[src/rtl/mesh_pkg.sv]
// Shared mesh types: address widths, packet payload and address pack/unpack helpers.
package mesh_pkg;

    localparam int unsigned MESH_X_NODES = 4;
    localparam int unsigned MESH_Y_NODES = 4;
    localparam int unsigned XW           = $clog2(MESH_X_NODES);
    localparam int unsigned YW           = $clog2(MESH_Y_NODES);
    localparam int unsigned AW           = XW + YW;
    localparam int unsigned TS_W         = 16;
    localparam int unsigned DATA_W       = 32;
    localparam int unsigned STAT_W       = 16;

    typedef logic [AW-1:0] addr_t;

    typedef struct packed {
        addr_t             dest;
        addr_t             source;
        logic [TS_W-1:0]   timestamp;
        logic [DATA_W-1:0] data;
    } packet_t;

    // Node address layout: Y in the upper field, X in the lower field.
    function automatic addr_t pack_addr(input logic [XW-1:0] x, input logic [YW-1:0] y);
        return {y, x};
    endfunction

    function automatic logic [XW-1:0] addr_x(input addr_t a);
        return a[XW-1:0];
    endfunction

    function automatic logic [YW-1:0] addr_y(input addr_t a);
        return a[AW-1:XW];
    endfunction

endpackage

[src/rtl/mesh_ni_fifo.sv]
// Parameterised-depth packet FIFO with full/empty/occupancy; DEPTH must be a power of two >= 2.
module mesh_ni_fifo
    import mesh_pkg::*;
#(
    parameter int unsigned DEPTH = 4
) (
    input  logic                         clk,
    input  logic                         reset,
    input  logic                         wr_en_i,
    input  packet_t                      wr_data_i,
    input  logic                         rd_en_i,
    output packet_t                      rd_data_o,
    output logic                         full_o,
    output logic                         empty_o,
    output logic [$clog2(DEPTH+1)-1:0]   count_o
);

    localparam int unsigned PTR_W = $clog2(DEPTH);
    localparam int unsigned CNT_W = $clog2(DEPTH + 1);

    packet_t          mem_q [DEPTH];
    logic [PTR_W-1:0] wr_ptr_q, wr_ptr_d;
    logic [PTR_W-1:0] rd_ptr_q, rd_ptr_d;
    logic [CNT_W-1:0] count_q, count_d;
    logic             do_wr;
    logic             do_rd;

    assign full_o    = (count_q == CNT_W'(DEPTH));
    assign empty_o   = (count_q == '0);
    assign count_o   = count_q;
    assign rd_data_o = mem_q[rd_ptr_q];

    // A full FIFO refuses writes even when a read happens in the same cycle.
    assign do_wr = wr_en_i && !full_o;
    assign do_rd = rd_en_i && !empty_o;

    // Pointer and occupancy next-state.
    always_comb begin
        wr_ptr_d = wr_ptr_q;
        rd_ptr_d = rd_ptr_q;
        count_d  = count_q;
        if (do_wr) wr_ptr_d = wr_ptr_q + PTR_W'(1);
        if (do_rd) rd_ptr_d = rd_ptr_q + PTR_W'(1);
        if (do_wr && !do_rd) count_d = count_q + CNT_W'(1);
        if (!do_wr && do_rd) count_d = count_q - CNT_W'(1);
    end

    // Pointer and occupancy registers; reset empties the FIFO.
    always_ff @(posedge clk or posedge reset) begin
        if (reset) begin
            wr_ptr_q <= '0;
            rd_ptr_q <= '0;
            count_q  <= '0;
        end else begin
            wr_ptr_q <= wr_ptr_d;
            rd_ptr_q <= rd_ptr_d;
            count_q  <= count_d;
        end
    end

    // Storage array; contents are only meaningful while counted as occupied.
    always_ff @(posedge clk) begin
        if (do_wr) mem_q[wr_ptr_q] <= wr_data_i;
    end

endmodule

[src/rtl/mesh_network_interface.sv]
// Core-side mesh endpoint: injection FIFO toward the router, 2-entry ejection buffer
// toward the sink, traffic counters and sticky error flags.
// Optional feature macro MESH_NI_LATENCY_EN: timestamps injected packets and reports
// per-packet latency on ejection.
module mesh_network_interface
    import mesh_pkg::*;
#(
    parameter int unsigned X_NODES  = 4,
    parameter int unsigned Y_NODES  = 4,
    parameter int unsigned X_LOC    = 0,
    parameter int unsigned Y_LOC    = 0,
    parameter int unsigned TX_DEPTH = 4,
    parameter int unsigned TS_WIDTH = 16
) (
    input  logic                clk,
    input  logic                reset,
    input  packet_t             i_tx_data,
    input  logic                i_tx_val,
    output logic                o_tx_ready,
    output packet_t             o_data,
    output logic                o_data_val,
    input  logic                i_en,
    input  packet_t             i_data,
    input  logic                i_data_val,
    output logic                o_en,
    output packet_t             o_rx_data,
    output logic                o_rx_val,
    input  logic                i_rx_ready,
    output logic [STAT_W-1:0]   o_tx_count,
    output logic [STAT_W-1:0]   o_rx_count,
    output logic                o_dest_err,
    output logic                o_overflow,
    output logic [TS_WIDTH-1:0] o_latency,
    output logic                o_latency_val
);

    localparam int unsigned TX_CNT_W = $clog2(TX_DEPTH + 1);
    localparam int unsigned RX_DEPTH = 2;
    localparam int unsigned RX_CNT_W = $clog2(RX_DEPTH + 1);
    localparam addr_t       LOCAL_ADDR = pack_addr(XW'(X_LOC), YW'(Y_LOC));

    // Packet layout is fixed by the package; reject mismatched instances at elaboration.
    if ($clog2(X_NODES) != XW || $clog2(Y_NODES) != YW || TS_WIDTH != TS_W) begin : g_param_check
        $error("mesh_network_interface: parameters disagree with mesh_pkg packet layout");
    end

    packet_t               tx_wr_pkt;
    logic                  tx_push, tx_pop, tx_full, tx_empty;
    logic [TX_CNT_W-1:0]   tx_level;
    logic                  rx_push, rx_pop, rx_full, rx_empty;
    logic [RX_CNT_W-1:0]   rx_level;

    logic [STAT_W-1:0]     tx_cnt_q, tx_cnt_d;
    logic [STAT_W-1:0]     rx_cnt_q, rx_cnt_d;
    logic                  dest_err_q, dest_err_d;
    logic                  overflow_q, overflow_d;

    // Handshakes: injection is gated by router enable, ejection by buffer space only.
    assign o_tx_ready = !tx_full;
    assign tx_push    = i_tx_val && !tx_full;
    assign tx_pop     = !tx_empty && i_en;
    assign o_data_val = tx_pop;
    assign o_en       = (rx_level < RX_CNT_W'(RX_DEPTH));
    assign rx_push    = i_data_val && o_en;
    assign o_rx_val   = !rx_empty;
    assign rx_pop     = !rx_empty && i_rx_ready;

    mesh_ni_fifo #(.DEPTH(TX_DEPTH)) u_tx_fifo (
        .clk       (clk),
        .reset     (reset),
        .wr_en_i   (tx_push),
        .wr_data_i (tx_wr_pkt),
        .rd_en_i   (tx_pop),
        .rd_data_o (o_data),
        .full_o    (tx_full),
        .empty_o   (tx_empty),
        .count_o   (tx_level)
    );

    mesh_ni_fifo #(.DEPTH(RX_DEPTH)) u_rx_fifo (
        .clk       (clk),
        .reset     (reset),
        .wr_en_i   (rx_push),
        .wr_data_i (i_data),
        .rd_en_i   (rx_pop),
        .rd_data_o (o_rx_data),
        .full_o    (rx_full),
        .empty_o   (rx_empty),
        .count_o   (rx_level)
    );

    logic unused_fifo_status;
    assign unused_fifo_status = ^{tx_level, rx_full};

    // Saturating traffic counters and sticky error flags.
    always_comb begin
        tx_cnt_d   = tx_cnt_q;
        rx_cnt_d   = rx_cnt_q;
        dest_err_d = dest_err_q;
        overflow_d = overflow_q;
        if (tx_pop && tx_cnt_q != '1) tx_cnt_d = tx_cnt_q + STAT_W'(1);
        if (rx_push) begin
            if (rx_cnt_q != '1) rx_cnt_d = rx_cnt_q + STAT_W'(1);
            if (i_data.dest != LOCAL_ADDR) dest_err_d = 1'b1;
        end
        if (i_data_val && !o_en) overflow_d = 1'b1;
    end

    // Statistics registers.
    always_ff @(posedge clk or posedge reset) begin
        if (reset) begin
            tx_cnt_q   <= '0;
            rx_cnt_q   <= '0;
            dest_err_q <= 1'b0;
            overflow_q <= 1'b0;
        end else begin
            tx_cnt_q   <= tx_cnt_d;
            rx_cnt_q   <= rx_cnt_d;
            dest_err_q <= dest_err_d;
            overflow_q <= overflow_d;
        end
    end

    assign o_tx_count = tx_cnt_q;
    assign o_rx_count = rx_cnt_q;
    assign o_dest_err = dest_err_q;
    assign o_overflow = overflow_q;

`ifdef MESH_NI_LATENCY_EN
    logic [TS_WIDTH-1:0] now_q;
    logic [TS_WIDTH-1:0] latency_q, latency_d;
    logic                latency_val_q, latency_val_d;

    // Injected packets carry this node's address and the injection time.
    always_comb begin
        tx_wr_pkt           = i_tx_data;
        tx_wr_pkt.source    = LOCAL_ADDR;
        tx_wr_pkt.timestamp = TS_W'(now_q);
    end

    // Latency is a modular difference so a counter wrap in flight still yields the right value.
    always_comb begin
        latency_d     = latency_q;
        latency_val_d = 1'b0;
        if (rx_push) begin
            latency_d     = now_q - TS_WIDTH'(i_data.timestamp);
            latency_val_d = 1'b1;
        end
    end

    // Free-running time base and latency report registers.
    always_ff @(posedge clk or posedge reset) begin
        if (reset) begin
            now_q         <= '0;
            latency_q     <= '0;
            latency_val_q <= 1'b0;
        end else begin
            now_q         <= now_q + TS_WIDTH'(1);
            latency_q     <= latency_d;
            latency_val_q <= latency_val_d;
        end
    end

    assign o_latency     = latency_q;
    assign o_latency_val = latency_val_q;
`else
    // Injected packets carry this node's address; timestamp passes through untouched.
    always_comb begin
        tx_wr_pkt        = i_tx_data;
        tx_wr_pkt.source = LOCAL_ADDR;
    end

    assign o_latency     = '0;
    assign o_latency_val = 1'b0;
`endif

endmodule

[config.mk]
export PLATFORM = sky130hd
export DESIGN_NAME = mesh_network_interface
export DESIGN_NICKNAME = d
export VERILOG_FILES = /design/src/rtl/mesh_pkg.sv /design/src/rtl/mesh_ni_fifo.sv /design/src/rtl/mesh_network_interface.sv
export SDC_FILE = /design/constraint.sdc
export NUM_CORES = 1
export LEC_CHECK = 0
export ABC_CLOCK_PERIOD_IN_PS = 7500
export CORE_MARGIN = 1.5
export CORE_UTILIZATION = 55
export CTS_CLUSTER_DIAMETER = 30
export DETAILED_ROUTE_END_ITERATION = 8
export GPL_TIMING_DRIVEN = 0
export PLACE_DENSITY = 0.93
export RECOVER_POWER = 100
export SLEW_MARGIN = 20
export SYNTH_ARGS = -nofsm -noshare
export SYNTH_HDL_FRONTEND = slang
export SYNTH_SLANG_ARGS = --single-unit
[constraint.sdc]
create_clock -name clk -period 7.5 [get_ports clk]
set_input_delay 0.75 -clock clk [delete_from_list [all_inputs] [get_ports clk]]
set_output_delay 0.75 -clock clk [all_outputs]
set_load 0.005 [all_outputs]
==> reports/metrics.csv, run 1 <==
metric;value;unit
fin_tns_setup;0;ns
numPortBuffers;259;
top_cells_by_area;edfxtp_1 (69%), mux4_2 (8.4%), dfrtp_1 (8.1%);
wl_met2;17600;µm
ys.flops;365;
seq_power_share;0.381;
design.seq.count;365;
synthAdderAreaFrac;0.00862;
antenna_found_initial;9;
dominantRegCellSynth;edfxtp_1;
cp_common_cell;clkbuf_1;
drive_gt1_frac;0.215;
clock_area_frac;0.106;
dpl_cell_area;17300;µm²
signal_buffers;308;
fin_skew;0.0137;ns
cts_made_buffers;57;
use_met3;0.0490;
fp-utilization;0.557;
cp_num_buf_inv;4;
place_ws;4.50;ns
hold-worst-slack;0.461;ns
critPathCapture;u_rx_fifo.mem_q[0][21]$_DFFE_PP_;
seq-power;2850;µW
rr_startpoint;u_rx_fifo.count_o[1]$_DFFE_PP0P_;
simple_gate_share;0.0363;
wl_met1;12100;µm
drt_first_pass_iters;4;
power_leakage;0.00679;µW
setup_viol;0;
drtIter0Drc;544;
cp-startpoint;i_data_val;
post-route-period-util;0.629;
yosysWarnings;0;
hpwl;19800;µm
regMostFlops;u_tx_fifo.mem_q;
cts_tree;done;
drv_slew;266;
clock-root-buffer;clkbuf_16;
internal_power;5460;µW
synthArstFlopShare;0.123;
layout_top_cell;edfxtp_1;
timing_hold_violations_final;0;
nMultiInputCombCells;273;
min_path_cells;1;
clock_latency;0.55;ns
layout.nets;1143;
htreeDepth;2;
cp_data_arrival_time;4.86;ns
top_layer_used;met5;
grt_pass1_vias;8098;
r2r_cells;5;
edf_count;320;
pwr-share-comb;0.263;
post-route-util;0.760;
max_freq;212;MHz
viasPerCell;5.49;
syn_inst;670;
met3_length;1830;µm
largest_area_cell;edfxtp_1;
dieArea;26300;µm²
crit_type;input port to flip-flop;
grt_overflow_total;0;
rrSetupSlack;3.10;ns
final_cell_mix;edfxtp_1 (320), dlygate4sd3_1 (241), clkbuf_16 (62);
yosysTopAreaCellShare;0.689;
top_usage_layer;met2;
violations;capacitance limit, slew limit;
die_h;162;µm
nFillCells;1392;
slowest_stage;clkbuf_1;
area_growth;36.5;%
max-slew-margin-rel;-1.03;
grt_max_degree;53;
well_tap_count;330;
ys_sh_xor;0.0226;
drc;0;
endpoint_kind;flip-flop;
largestRegisters;u_tx_fifo.mem_q (208), u_rx_fifo.mem_q (112);
sh_comb_area;0.155;
sh_seq_area;0.564;
die_x;162;µm
synth-compound-area-share;0.00862;
synth_seq_share;0.770;
worstReg2RegEnd;u_rx_fifo.mem_q[0][21]$_DFFE_PP_;
cts_buffer_depth;3;
crit_required;7.65;ns
grt_usage;0.249;
cp_top_family;buffers and inverters;
power_frac_clock;0.357;
final_cells;1403;
crit_chain;dlygate4sd3_1 > nand2b_1 > clkbuf_1 > nor2_1 > clkbuf_1 > clkbuf_1;
dpl.cell_count;1287;
top_cells_by_count;edfxtp_1 (320), mux2_2 (59), mux4_2 (52);
worstHoldStart;o_overflow$_DFFE_PP0P_;
core;25000;µm²
yosys_cells;670;
top_power_group;registers;
logic_area;2950;µm²
cpPeakStageDelay;1.16;ns
status;complete, but fails checks;
hold_path_end;o_overflow$_DFFE_PP0P_;
warnings;33;
diodes;8;
p_sw;2030;µW
worstMarginPinSlew;3.05;ns
synth_chip_area;13900;µm²
clkSinkCount;365;
clock_buffer_count;69;
topCombFamilyByArea;multiplexers;
peakVddDrop;0.282;mV
mux_share;0.133;
grt_pass1_wl;48200;µm
cts_resized;0;
rsz0062_at_grt;false;
finish.instance_area;19000;µm²
worstPathMaxFanout;25;
syn_area_per_cell;20.8;µm²
vias;7707;
largest_reg_flops;208;
p_total;7500;µW
grt_util_met1;0.302;
max-cap-violations;7;
inv_count;11;
power_density;394;nW/µm²
place_congestion;0.819;
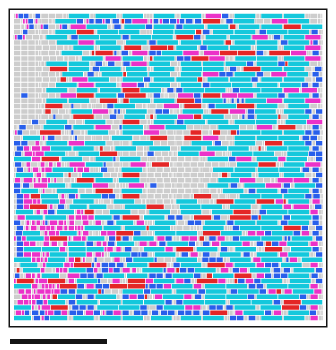
(run_1/cell_classes.png)
The bar under the picture is 50 µm long. Fill, decap, tap and diode cells in gray.
legend:
  magenta:
    class: all other logic
    cells: 284
  cyan:
    class: flops
    cells: 365
  red:
    class: clock drivers and dummy loads
    cells: 108
  blue:
    class: other buffers and delay cells
    cells: 308

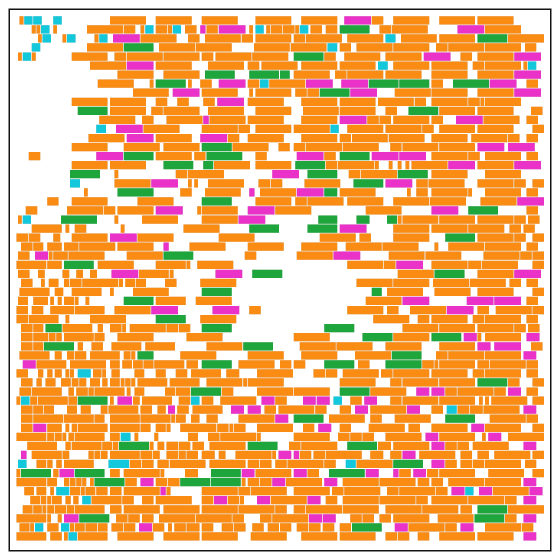
(run_1/drive_strength.png)
legend:
  magenta:
    size: drive 2
    cells: 115
    share: 11%
    most_used: mux4_2
  green:
    size: drive 6 and up
    cells: 77
    share: 7.2%
    most_used: clkbuf_16
  orange:
    size: drive 1 or less
    cells: 836
    share: 78%
    most_used: edfxtp_1
  cyan:
    size: drive 3 to 4
    cells: 37
    share: 3.5%
    most_used: buf_4

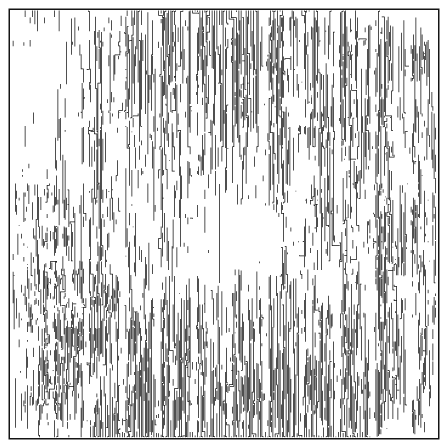
(run_1/met2.png)
longest straight run: 55.1 µm
wire length on this layer: 17600 µm
share of all routed wire: 54%
nets with wire on the layer: 1067
main direction: vertical
grt met2 use: 0.433
Routed WL: 32500 µm

==> run_1/gate_families.png <==
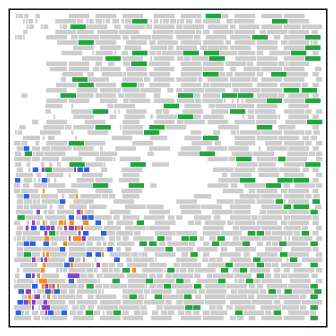

==> run 1 -> run 2 <==
--- a/config.mk
+++ b/config.mk
@@ -5,13 +5,13 @@
 export SDC_FILE = /design/constraint.sdc
 export NUM_CORES = 1
 export LEC_CHECK = 0
-export ABC_CLOCK_PERIOD_IN_PS = 7500
+export ABC_CLOCK_PERIOD_IN_PS = 4200
 export CORE_MARGIN = 1.5
-export CORE_UTILIZATION = 55
+export CORE_UTILIZATION = 46
 export CTS_CLUSTER_DIAMETER = 30
 export DETAILED_ROUTE_END_ITERATION = 8
 export GPL_TIMING_DRIVEN = 0
-export PLACE_DENSITY = 0.93
+export PLACE_DENSITY = 0.84
 export RECOVER_POWER = 100
 export SLEW_MARGIN = 20
 export SYNTH_ARGS = -nofsm -noshare
==> constraint.sdc (replaced) <==
create_clock -name clk -period 4.2 [get_ports clk]
set_input_delay 0.42 -clock clk [delete_from_list [all_inputs] [get_ports clk]]
set_output_delay 0.42 -clock clk [all_outputs]
set_load 0.005 [all_outputs]
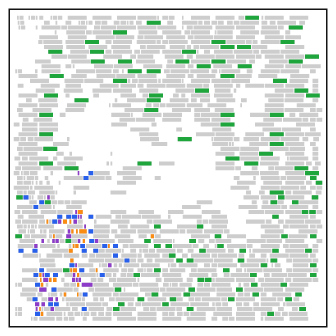
(run_2/gate_families.png)
legend:
  orange:
    family: NOR gates
    cells: 29
    most_used: nor2_1
    where: south-west
  green:
    family: multiplexers
    cells: 113
    most_used: mux2_2
    where: spread over the die
  blue:
    family: XOR/XNOR gates
    cells: 36
    where: south-west
  purple:
    family: NAND gates
    cells: 32
    most_used: nand2_1
    where: south-west
fin cells: 1485
logic share of the area: 0.150
most frequent logic cell in the layout: edfxtp_1

==> run 2 against run 1 <==
Non-clock buffer count unchanged. The flow still finishes with violations (capacitance limit, slew limit). Total power increased by 88%. Synthesized cell count unchanged. Die size increased by 19%. Critical path depth decreased by 2. Sequential cell count unchanged. Clock power increased by 110%. First-iteration DRC count decreased by 28%. Clock-buffer cell count increased by 10.
==> reports/metrics.csv, run 2 <==
metric;value;unit;change
power_frac_clock;0.396;;+0.039
largestRegisters;u_tx_fifo.mem_q (208), u_rx_fifo.mem_q (112);;
ys.flops;365;;unchanged
worstPathMaxFanout;10;;-60%
setup_viol;0;;unchanged
fin_skew;0.0292;ns;+0.0156 ns
cp_data_arrival_time;3.05;ns;-1.81 ns
nFillCells;1936;;+39%
synth-compound-area-share;0.00862;;unchanged
met3_length;1640;µm;-10%
antenna_found_initial;6;;-3
cp-startpoint;u_tx_fifo.rd_ptr_q[0]$_DFFE_PP0P_;;
rsz0062_at_grt;false;;
signal_buffers;308;;unchanged
logic_area;2940;µm²;-0.21%
timing_hold_violations_final;0;;unchanged
crit_required;3.78;ns;-3.87 ns
dieArea;31400;µm²;+19%
violations;capacitance limit, slew limit;;
yosysWarnings;0;;unchanged
synth_chip_area;13900;µm²;unchanged
max_freq;288;MHz;
r2r_cells;3;;-2
status;complete, but fails checks;;
numPortBuffers;259;;unchanged
layout.nets;1159;;+1.4%
place_congestion;0.768;;-6.2%
use_met3;0.0488;;-0.000275
nMultiInputCombCells;273;;unchanged
yosys_cells;670;;unchanged
clkSinkCount;365;;unchanged
hpwl;19400;µm;-2.1%
wl_met2;16500;µm;-6.2%
grt_overflow_total;0;;unchanged
rrSetupSlack;0.73;ns;-2.37 ns
ys_sh_xor;0.0226;;unchanged
topCombFamilyByArea;multiplexers;;
worstMarginPinSlew;2.85;ns;-0.198 ns
finish.instance_area;19600;µm²;+2.9%
yosysTopAreaCellShare;0.689;;unchanged
die_x;177;µm;+9.2%
simple_gate_share;0.0363;;unchanged
cp_top_family;buffers and inverters;;
syn_area_per_cell;20.8;µm²;unchanged
pwr-share-comb;0.246;;-0.017
drc;0;;unchanged
power_leakage;0.00706;µW;+4.0%
hold-worst-slack;0.411;ns;-0.0499 ns
clock_area_frac;0.126;;+0.0204
grt_util_met1;0.226;;-0.0761
drtIter0Drc;390;;-28%
drt_first_pass_iters;6;;+2
warnings;33;;unchanged
top_usage_layer;met2;;
peakVddDrop;0.463;mV;+64%
vias;7623;;-1.1%
seq-power;5050;µW;+77%
routed_wl;30500;µm;-6.2%
clock-root-buffer;clkbuf_16;;
drv_slew;139;;-48%
final_cell_mix;edfxtp_1 (320), dlygate4sd3_1 (246), clkbuf_16 (73);;
syn_inst;670;;unchanged
grt_pass1_vias;8254;;+1.9%
synthArstFlopShare;0.123;;unchanged
max-slew-margin-rel;-0.903;;+0.132
synth_seq_share;0.770;;unchanged
cts_buffer_depth;3;;unchanged
max-cap-violations;4;;-3
top_layer_used;met4;;
==> run_2/drive_strength.png <==
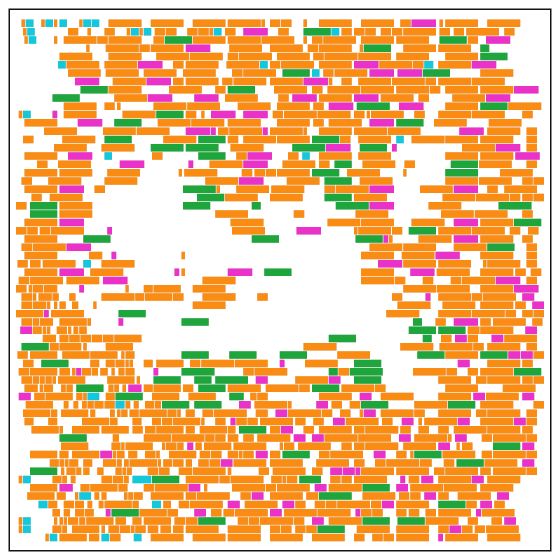

==> run 2 -> run 3 <==
--- a/config.mk
+++ b/config.mk
@@ -5,13 +5,13 @@
 export SDC_FILE = /design/constraint.sdc
 export NUM_CORES = 1
 export LEC_CHECK = 0
-export ABC_CLOCK_PERIOD_IN_PS = 4200
+export ABC_CLOCK_PERIOD_IN_PS = 3210
 export CORE_MARGIN = 1.5
-export CORE_UTILIZATION = 46
+export CORE_UTILIZATION = 51
 export CTS_CLUSTER_DIAMETER = 30
 export DETAILED_ROUTE_END_ITERATION = 8
 export GPL_TIMING_DRIVEN = 0
-export PLACE_DENSITY = 0.84
+export PLACE_DENSITY = 0.87
 export RECOVER_POWER = 100
 export SLEW_MARGIN = 20
 export SYNTH_ARGS = -nofsm -noshare
==> constraint.sdc (replaced) <==
create_clock -name clk -period 3.21 [get_ports clk]
set_input_delay 0.321 -clock clk [delete_from_list [all_inputs] [get_ports clk]]
set_output_delay 0.321 -clock clk [all_outputs]
set_load 0.005 [all_outputs]
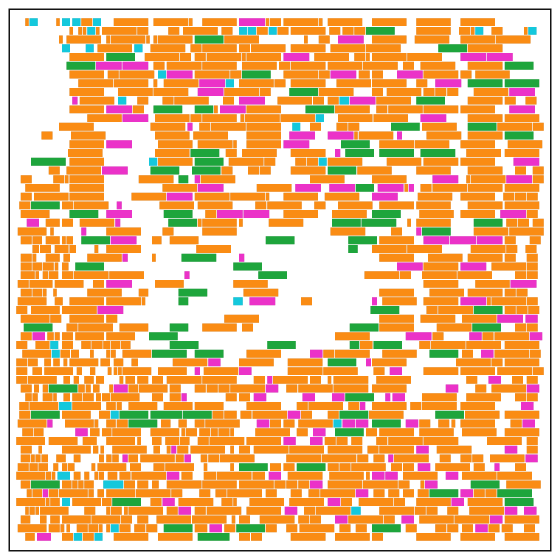
(run_3/drive_strength.png)
legend:
  orange:
    size: drive 1 or less
    cells: 823
    share: 76%
    most_used: edfxtp_1
  green:
    size: drive 6 and up
    cells: 86
    share: 8.0%
    most_used: clkbuf_16
  magenta:
    size: drive 2
    cells: 135
    share: 13%
    most_used: mux2_2
  cyan:
    size: drive 3 to 4
    cells: 34
    share: 3.2%
    most_used: buf_4

==> run 3 against run 2 <==
The flow still finishes with violations (capacitance limit, slew limit). Via count about the same. Synthesized cell count unchanged. Sequential cell count unchanged. Clock-buffer cell count down 5. Core utilization up 6.1 points. Global-route usage up 2.4 points. Routed wire length up 0.61%. Register-to-register slack worse by 0.41 ns. Highest routed layer unchanged.
==> reports/metrics.csv, run 3 <==
metric;value;unit;change
grt_overflow_total;0;;unchanged
worstPathMaxFanout;10;;unchanged
cts_resized;0;;
max-cap-violations;1;;-3
clock-root-buffer;clkbuf_16;;
power_leakage;0.00694;µW;-1.7%
hold-worst-slack;0.366;ns;-0.0448 ns
signal_buffers;308;;unchanged
critical_path_depth;4;;
post-route-util;0.720;;
cp_data_arrival_time;2.76;ns;-0.29 ns
top_usage_layer;met2;;
final_cells;1430;;-3.7%
grt_max_degree;43;;
final_cell_mix;edfxtp_1 (320), dlygate4sd3_1 (183), clkdlybuf4s50_1 (76);;
wl_met2;16000;µm;-3.1%
sh_comb_area;0.152;;+0.00190
drc;0;;unchanged
area_growth;38.7;%;
top_cells_by_area;edfxtp_1 (69%), mux4_2 (8.4%), dfrtp_1 (8.1%);;
ys_sh_xor;0.0226;;unchanged
drt_first_pass_iters;5;;-1
yosysTopAreaCellShare;0.689;;unchanged
cts_made_buffers;67;;
hpwl;19600;µm;+1.0%
max_freq;324;MHz;
simple_gate_share;0.0363;;unchanged
vias;7620;;-0.039%
met3_length;1560;µm;-4.9%
drv_slew;13;;-91%
setup_viol;0;;unchanged
yosys_cells;670;;unchanged
grt_pass1_vias;8137;;-1.4%
dieArea;28300;µm²;-9.6%
crit_required;2.89;ns;-0.89 ns
clock_area_frac;0.116;;-0.0101
antenna_found_initial;11;;+5
cpPeakStageDelay;0.60;ns;
yosysWarnings;0;;unchanged
top_layer_used;met4;;
logic_area;2940;µm²;unchanged
violations;capacitance limit, slew limit;;
syn_inst;670;;unchanged
pwr-share-comb;0.262;;+0.016
synth_seq_share;0.770;;unchanged
drive_gt1_frac;0.237;;
topCombFamilyByArea;multiplexers;;
internal_power;13500;µW;
worstMarginPinSlew;1.76;ns;-1.10 ns
fin_skew;0.0322;ns;+0.00292 ns
place_congestion;0.767;;-0.20%
drtIter0Drc;518;;+33%
nFillCells;1645;;-15%
timing_hold_violations_final;0;;unchanged
peakVddDrop;0.628;mV;+36%
finish.instance_area;19300;µm²;-1.3%
r2r_cells;4;;+1
warnings;33;;unchanged
cp_top_family;buffers and inverters;;
cp-startpoint;u_rx_fifo.rd_ptr_q$_DFFE_PP0P_;;
cts_buffer_depth;3;;unchanged
status;complete, but fails checks;;
ys.flops;365;;unchanged
clkSinkCount;365;;unchanged
grt_util_met1;0.272;;+0.0457
cts_tree;done;;
power_frac_clock;0.378;;-0.018
routed_wl;30700;µm;+0.61%
layout.nets;1153;;-0.52%
dominant_cells;flip-flops and latches;;
numPortBuffers;259;;unchanged
largestRegisters;u_tx_fifo.mem_q (208), u_rx_fifo.mem_q (112);;
syn_area_per_cell;20.8;µm²;unchanged
synthArstFlopShare;0.123;;unchanged
synth-compound-area-share;0.00862;;unchanged
rrSetupSlack;0.32;ns;-0.41 ns
nMultiInputCombCells;273;;unchanged
use_met3;0.0510;;+0.00226
No activity file was given, so power comes from the tool's default toggle rates.
